==> config.mk <==
export PLATFORM = sky130hd
export DESIGN_NAME = xmodem_tx_sequencer
export DESIGN_NICKNAME = d
export VERILOG_FILES = /design/src/rtl/xmodem_pkg.sv /design/src/rtl/xmodem_resp_timer.sv /design/src/rtl/xmodem_tx_sequencer.sv
export SDC_FILE = /design/constraint.sdc
export NUM_CORES = 1
export LEC_CHECK = 0
export ABC_AREA = 1
export CAP_MARGIN = 20
export CELL_PAD_IN_SITES_DETAIL_PLACEMENT = 1
export CELL_PAD_IN_SITES_GLOBAL_PLACEMENT = 1
export CORE_ASPECT_RATIO = 1.4
export CORE_MARGIN = 8
export CORE_UTILIZATION = 30
export CTS_CLUSTER_DIAMETER = 40
export DETAILED_ROUTE_END_ITERATION = 10
export MAX_ROUTING_LAYER = met4
export PLACE_DENSITY = 0.67
export RECOVER_POWER = 50
export REMOVE_ABC_BUFFERS = 1
export SYNTH_ARGS = -nofsm -noshare
export SYNTH_HDL_FRONTEND = slang
export SYNTH_SLANG_ARGS = --single-unit
export TNS_END_PERCENT = 50
==> constraint.sdc <==
create_clock -name clk -period 2.7 [get_ports clk]
set_clock_uncertainty 0.05 [all_clocks]
set_input_delay 0.54 -clock clk [delete_from_list [all_inputs] [get_ports clk]]
set_output_delay 0.54 -clock clk [all_outputs]
set_load 0.02 [all_outputs]
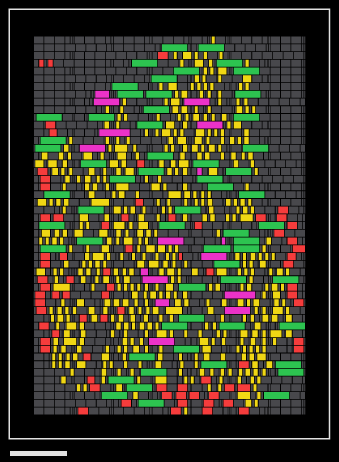
(run_1/placement_by_type.png)
Scale bar: 20 um. Fill, decap, tap and diode cells in gray.
class	color	cells
other buffers and delay cells	red	75
combinational and other logic	yellow	473
clock drivers and dummy loads	magenta	16
flops	green	59
flop share of the area: 29.2%
Finished Core Util: 39.7%
num rows: 49
final standard cell area without fillers: 5060 um2
Core Box Area: 12800 um2

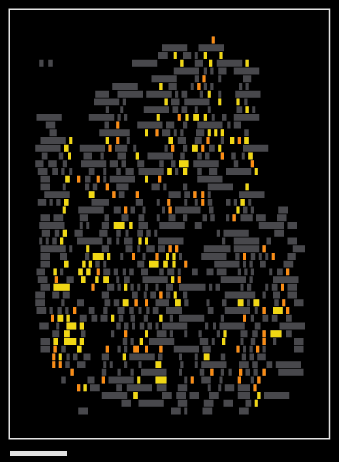
(run_1/logic_types.png)
Scale bar: 20 um.
family	color	cells
inverters	orange	73
NOR gates	yellow	101
most instantiated logic cell after routing: sky130_fd_sc_hd__nand2_1
final cell count without fillers: 776

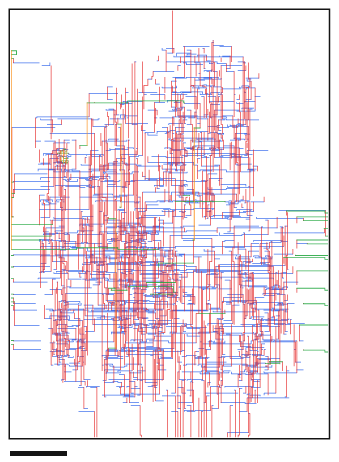
(run_1/wires.png)
Scale bar: 20 um.
layer	color	wire length
metal 4	orange	211 um
metal 1	blue	5170 um
metal 2	red	7150 um
metal 3	green	394 um
Routed Wire Length: 12900 um
total routing resource utilization after global routing: 16.7%
per-cell routed wire length: 16.6 um
total via count in the routed design: 3965

==> GITHUB_STEP_SUMMARY, run 1 <==
## Implementation flow summary

| Metric | Value |
|---|---|
| Run status | finished with violations |
| Failing checks | max-capacitance violations, max-slew violations |
| Logic area | about 2100 um2 |
| HPWL Detailed | roughly 10000 um |
| Largest delay share family, worst path | buffers and inverters |
| Number of logic stages on the critical path including buffering | 5 |
| Worst-skew pair later-pin latency | ~330 ps |
| VDD IR max | 0.330 mV |
| Post-layout period usage | about 95% |
| Number of failing setup endpoints in the final timing report | 0 |
| Clock buffer instance count of the final layout | 12 |
| HP Class | reg2reg |
| Worst Hold Depth | 2 |
| Fraction of area in clock buffers and inverters | under 10% |
| Clock sink total | just under 60 |
| Initial antenna violation count | 0 |
| Mapped cell area | approximately 3900 um2 |
| CTS Buffer Depth | 2 |
| OpenROAD warning count | 26 |
| Mux contribution to synthesized area | 0% |
| Depth of the most critical reg-to-reg path | 11 |
| TritonCTS clock tree | yes |
| Storage element area | around 1500 um2 |
| Commonest cells after routing, fill and taps aside | 136 x sky130_fd_sc_hd__nand2_1, 65 x sky130_fd_sc_hd__inv_1, 58 x sky130_fd_sc_hd__nor2_1 |
| I/O pin cnt | roughly 52 |
| Via count of the first global-routing pass | 4394 |
| Endpoints failing hold | 0 |
| Biggest area cells | sky130_fd_sc_hd__dfrtp_1 38%, sky130_fd_sc_hd__nand2_1 13%, sky130_fd_sc_hd__inv_1 6.3% |
| Final weighted congestion of routability-driven global placement | 0.963 |
| Tot Pwr | 2.46 mW |
| Final nets | approximately 640 |
| Launching element type of the critical path | flip-flop |
| Die width | about 110 um |
| Setup slack after placement | -66.8 ps |
| Flip-flop count of the largest register, all copies and words added | 21 |
| Post-synth top area cell | sky130_fd_sc_hd__dfrtp_1 |
| Top achievable clock speed | around 390 MHz |
| Slowest Stage Delay on Critical Path | ~630 ps |
| Inverter count | roughly 73 |
| Worst hold slack across all endpoints | ~470 ps |
| Final-layout non-clock buffer area share | 13.5% |
| Worst endpoint required time | around 2100 ps |
| Adder share | under 10% |
| Setup TNS | 0 ps |
| Distinct lib cells used | 38 |
| Max-slew violation total from the final report | approximately 60 |
| Synthesized area divided by synthesized cell count | approximately 7 um2 |
| Highest fanout seen on the critical path | 7 |
| Number of detailed-routing iterations run before antenna repair | 4 |
| Routed metal-1 wire length | between 5000 and 6000 um |
| Die height | about 150 um |
| Logic family by area | simple AND/OR/NAND/NOR gates |
| N_diodes | 0 |
| Worst slew margin relative to its limit | -4.53% |
| Port Buf Inserts | 51 |
| Grt total ovfl | 0 |
| Yosys stat cell total | between 500 and 600 |
| Type of the worst setup path | reg2out |
| Crit path cell chain | ha_1, nand2_2, inv_1, nor2_1, clkdlybuf4s50_1 |
| Cell class ranked first by area | logic gates |
| Count of state elements after synthesis | between 50 and 60 |
| Synthesized instance count | about 540 |
| Actual transition at the worst max-transition pin | around 1600 ps |
| Synthesis-to-layout area growth | 30.2% |
| Area post-placement | around 4700 um2 |
| Leakage power | around 2.3 nW |
| Worst-case register-to-register setup slack | about 250 ps |
| Global-route wire length before repair | between 20000 and 25000 um |
| Number of warnings reported in the yosys synthesis log | 0 |
| Final worst path period need | roughly 2600 ps |
| Yosys Chip Area | about 3900 um2 |
| Critical path data arrival time | 1980 ps |
| Tap Cells | 153 |
| Post-cts hold-fix buffer tally | 0 |
| Maximum level of the CTS H-tree | 3 |
| Met2 wirelength from detailed routing | 7150 um |
| Count of unresolved DRC violations after routing | 0 |
| Die Footprint | around 17000 um2 |
| Clock Root Buffer | sky130_fd_sc_hd__clkbuf_16 |
| Fraction of layout cells with a size suffix above 1 | between 10% and 20% |
| Crit. End Element | output port |
| Post-CTS Setup Bufs | 0 |
| Pin count of the biggest net entering global routing | roughly 60 |
| Clock transition at the registers of the reported paths | around 50 ps |
| Compound-Gate Fraction of Synth Area | between 10% and 20% |
| Library cell contributing the largest single delay on the critical path | sky130_fd_sc_hd__clkdlybuf4s50_1 |
| Non-clock buffer count | 75 |
| Count of maximum capacitance violations | 1 |
-- run 1: logic make-up (layout without fill, tap and decap cells) --
logic type | count (synthesis) | count (layout)
AND-OR/OR-AND | 61 | 61
XOR/XNOR | 17 | 17
adder cells (fa/ha/maj) | 4 | 4
buffers and inverters | 81 | 164
flip-flops | 59 | 59
AND/OR/NAND/NOR | 318 | 318
-- run 1: layer usage --
metal / GRT usage (%) / vias up
met1: 16.8 / 1946
met3: 3.01 / 18
met2: 31.6 / 74
li1: - / 1927
met4: 6.16 / 0
met5: - / -
-- run 1: worst register-to-register path, stage by stage (launching register included) --
cell and delay [ps]:
sky130_fd_sc_hd__dfrtp_2 470, sky130_fd_sc_hd__ha_1 380, sky130_fd_sc_hd__xnor2_1 170, sky130_fd_sc_hd__nand2_1 70, sky130_fd_sc_hd__nor2_1 110, sky130_fd_sc_hd__nand2_1 60
sky130_fd_sc_hd__nor2_1 190, sky130_fd_sc_hd__nand3_2 150, sky130_fd_sc_hd__a21oi_4 220, sky130_fd_sc_hd__nand3_4 250, sky130_fd_sc_hd__nand2_1 160, sky130_fd_sc_hd__o21ai_2 60
-- run 1: report_power, final --
| group | switching (mW) | total [mW] | internal, mW |
|---|---|---|---|
| clock network | 0.410 | 1.27 | 0.856 |
| logic | 0.135 | 0.232 | 0.0973 |
| registers | 0.0413 | 0.961 | 0.920 |
-- run 1: Yosys cell counts (all sizes together) --
library cell	count
a31oi	1
o221ai	1
nand4	17
or2	3
o21ai	29
nor4	7
nand3	46
clkbuf	3
nand3b	5
xor2	16
a21oi	16
nor3	26
inv	73
nor2	68
a211oi	3
o22ai	6
dfrtp	59
o211ai	3
o41ai	1
ha	4
nand2	146
xnor2	1
o31ai	1
buf	5
## Run 2: what changed since run 1
--- a/config.mk
+++ b/config.mk
@@ -16,7 +16,7 @@
 export DETAILED_ROUTE_END_ITERATION = 10
 export MAX_ROUTING_LAYER = met4
 export PLACE_DENSITY = 0.67
-export RECOVER_POWER = 50
+export RECOVER_POWER = 100
 export REMOVE_ABC_BUFFERS = 1
 export SYNTH_ARGS = -nofsm -noshare
 export SYNTH_HDL_FRONTEND = slang
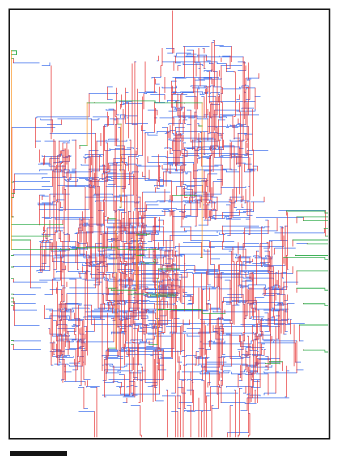
(run_2/wires.png)
Scale bar: 20 um.
layer	color	wire length
metal 2	red	7140 um
metal 1	blue	5160 um
metal 3	green	397 um
metal 4	orange	256 um
total via count in the routed design: 3968
per-cell routed wire length: 16.7 um

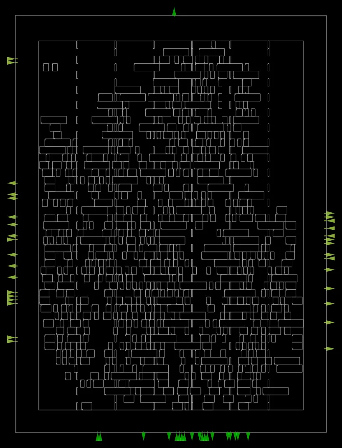
(run_2/placement.png)
Tap Cells: 153
number of filler cells placed in the layout: 1626
Finished Core Util: 39.3%
FF+latch count: 59
flop share of the area: 29.5%

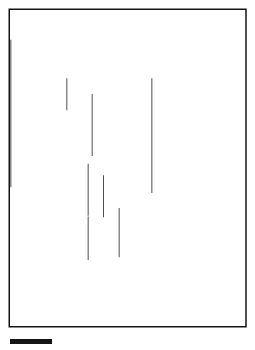
(run_2/layer_met4.png)
Scale bar: 20 um.
nets with wire on the layer	5
wire length on this layer	256 um
main direction	vertical
share of all routed wire	2.0%
longest straight run	70.0 um
Routed Wire Length: 13000 um

==> run 2 against run 1 <==
  * Critical endpoint unchanged
  * Maximum frequency decreased by 0.10%
  * Largest cell class unchanged
  * Sequential power about the same
  * Combinational power decreased by 2%
  * Area after synthesis unchanged
  * The run still ends with max-capacitance violations, max-slew violations left
  * Die area unchanged
  * Critical path depth unchanged
  * Power about the same
  * Hold slack got worse by 8.2 ps
  * Worst setup slack got worse by 2.7 ps
  * Wire length increased by 0.25%
  * Core utilization decreased by 0.42 points
  * Final area decreased by 1.1%
==> GITHUB_STEP_SUMMARY, run 2 <==
## Implementation flow summary

| Metric | Value |
|---|---|
| Worst hold slack across all endpoints | about 460 ps |
| Largest delay share family, worst path | buffers and inverters |
| Final cell count without fillers | 776 |
| Met1 layer usage reported by global route | 16.8% |
| Leakage power | 2.36 nW |
| Depth of the most critical reg-to-reg path | 13 |
| Predominant post-synthesis flop cell | sky130_fd_sc_hd__dfrtp_1 |
| VDD IR max | ~0.33 mV |
| Worst Hold Depth | 2 |
| Distinct lib cells used | 38 |
| Commonest cells after routing, fill and taps aside | 141 x sky130_fd_sc_hd__nand2_1, 67 x sky130_fd_sc_hd__inv_1, 58 x sky130_fd_sc_hd__nor2_1 |
| Port Buf Inserts | just over 50 |
| Area post-placement | approximately 4700 um2 |
| Switching power | around 0.59 mW |
| Synthesized area divided by synthesized cell count | 7.20 um2 |
| Post-synth top area cell | sky130_fd_sc_hd__dfrtp_1 |
| Yosys Chip Area | slightly below 4000 um2 |
| Max-slew violation total from the final report | about 60 |
| Number of warnings reported in the yosys synthesis log | 0 |
| Via count of the first global-routing pass | 4394 |
| Post-cts hold-fix buffer tally | 0 |
| Library cell contributing the largest single delay on the critical path | sky130_fd_sc_hd__clkdlybuf4s50_1 |
| Setup TNS | 0 ps |
| Yosys stat cell total | between 500 and 600 |
| Final nets | 644 |
| HPWL Detailed | 10100 um |
| Worst-skew pair later-pin latency | 330 ps |
| Failing checks | max-capacitance violations, max-slew violations |
| Maximum level of the CTS H-tree | 3 |
| Top achievable clock speed | between 300 and 400 MHz |
| Clock sink total | 59 |
| Power group with the largest share | the clock network |
| Grt total ovfl | 0 |
| Combinational Power Share | a little under a tenth |
| Setup slack after placement | -66.8 ps |
| Worst-case register-to-register setup slack | between 200 and 300 ps |
| Die Footprint | 16900 um2 |
| Actual transition at the worst max-transition pin | roughly 1600 ps |
| Number of failing setup endpoints in the final timing report | 0 |
| Type of the worst setup path | reg2out |
| Number of enable flip-flop cells | 0 |
| Number of detailed-routing iterations run before antenna repair | 4 |
| Most common cell in the netlist | sky130_fd_sc_hd__nand2_1 |
| Count of maximum capacitance violations | 1 |
| I/O pin cnt | 52 |
| Internal | 1.87 mW |
| Crit. End Element | output port |
| Endpoints failing hold | 0 |
| Global-route wire length before repair | between 20000 and 25000 um |
| Final standard cell area without fillers | around 5000 um2 |
| N_diodes | 0 |
| Launching element type of the critical path | flip-flop |
| Fraction of layout cells with a size suffix above 1 | roughly 13% |
| Count of unresolved DRC violations after routing | 0 |
| Highest fanout seen on the critical path | 7 |
| Async set or reset register ratio after synthesis | 100% |
| Combinational Power | around 0.23 mW |
| Post-layout period usage | a little over nine tenths |
| Worst endpoint required time | approximately 2100 ps |
| Run status | finished with violations |
| Die height | about 150 um |
| Pin count of the biggest net entering global routing | ~60 |
| Switching Share | approximately a quarter |
| Tot Pwr | 2.46 mW |
| Biggest area cells | sky130_fd_sc_hd__dfrtp_1 38%, sky130_fd_sc_hd__nand2_1 13%, sky130_fd_sc_hd__inv_1 6.3% |
| Total routing resource utilization after global routing | 16.7% |
| Critical path data arrival time | approximately 2000 ps |
| Num rows | approximately 49 |
| Slowest Stage Delay on Critical Path | between 600 and 700 ps |
| Sequential group power | approximately 0.96 mW |
| Global-route track usage on met3 | 3.01% |
| Die width | 112 um |
| Mapped cell area | 3890 um2 |
| Clock transition at the registers of the reported paths | 50 ps |
| Flip-flop count of the largest register, all copies and words added | 21 |
| TritonCTS clock tree | yes |
| Final worst path period need | 2570 ps |
| Fraction of power consumed by the clock network | roughly 52% |
| Post-CTS Setup Bufs | 0 |
## run 2: cell count changes in the layout (fill, tap and decap cells not counted), sizes merged
| cell | previous run | this run |
|---|---|---|
| dlygate4sd3 | 5 | 25 |
| clkbuf | 14 | 19 |
| clkdlybuf4s50 | 42 | 22 |
| dlymetal6s2s | 2 | 1 |
| buf | 23 | 19 |
## run 2: logic make-up (layout without fill, tap and decap cells)
logic type      after synthesis  count (layout)  synth area share (%)
flops                        59              59                  38.0
simple gates                318             318                  38.6
buf+inv                      81             164                  8.21
fa+ha+maj                     4               4                  1.29
xor+xnor                     17              17                  3.83
compound gates               61              61                  10.1
## run 2: worst register-to-register path, cell delays in order, from the launching register on
cell and delay [ps]:
sky130_fd_sc_hd__dfrtp_1 370, sky130_fd_sc_hd__ha_1 170, sky130_fd_sc_hd__nand2_1 90, sky130_fd_sc_hd__nor2_1 170, sky130_fd_sc_hd__nand2_1 120, sky130_fd_sc_hd__nor2_2 230
sky130_fd_sc_hd__nand4_2 180, sky130_fd_sc_hd__nand3_2 160, sky130_fd_sc_hd__nand2_1 160, sky130_fd_sc_hd__o21ai_2 140, sky130_fd_sc_hd__buf_4 180, sky130_fd_sc_hd__nor2_1 50
sky130_fd_sc_hd__a21oi_1 140, sky130_fd_sc_hd__o21ai_0 100
## run 2: layout make-up
class                           instances  area (um2)
Clock buffer                           12         256
Clock inverter                          4        72.6
Fill cell                            1626        7740
Inverter                               73         277
Multi-Input combinational cell        400        2070
Sequential cell                        59        1480
Tap cell                              153         191
Timing Repair Buffer                   75         664
## run 2: timing repair
item                                   in CTS  in global routing
gates cloned                                0                  0
setup endpoints to repair                   3                  4
gates resized                               4                  3
endpoints found under the hold margin       0                  0
pin swaps                                   0                  0
Power and IR drop assume default switching activity.
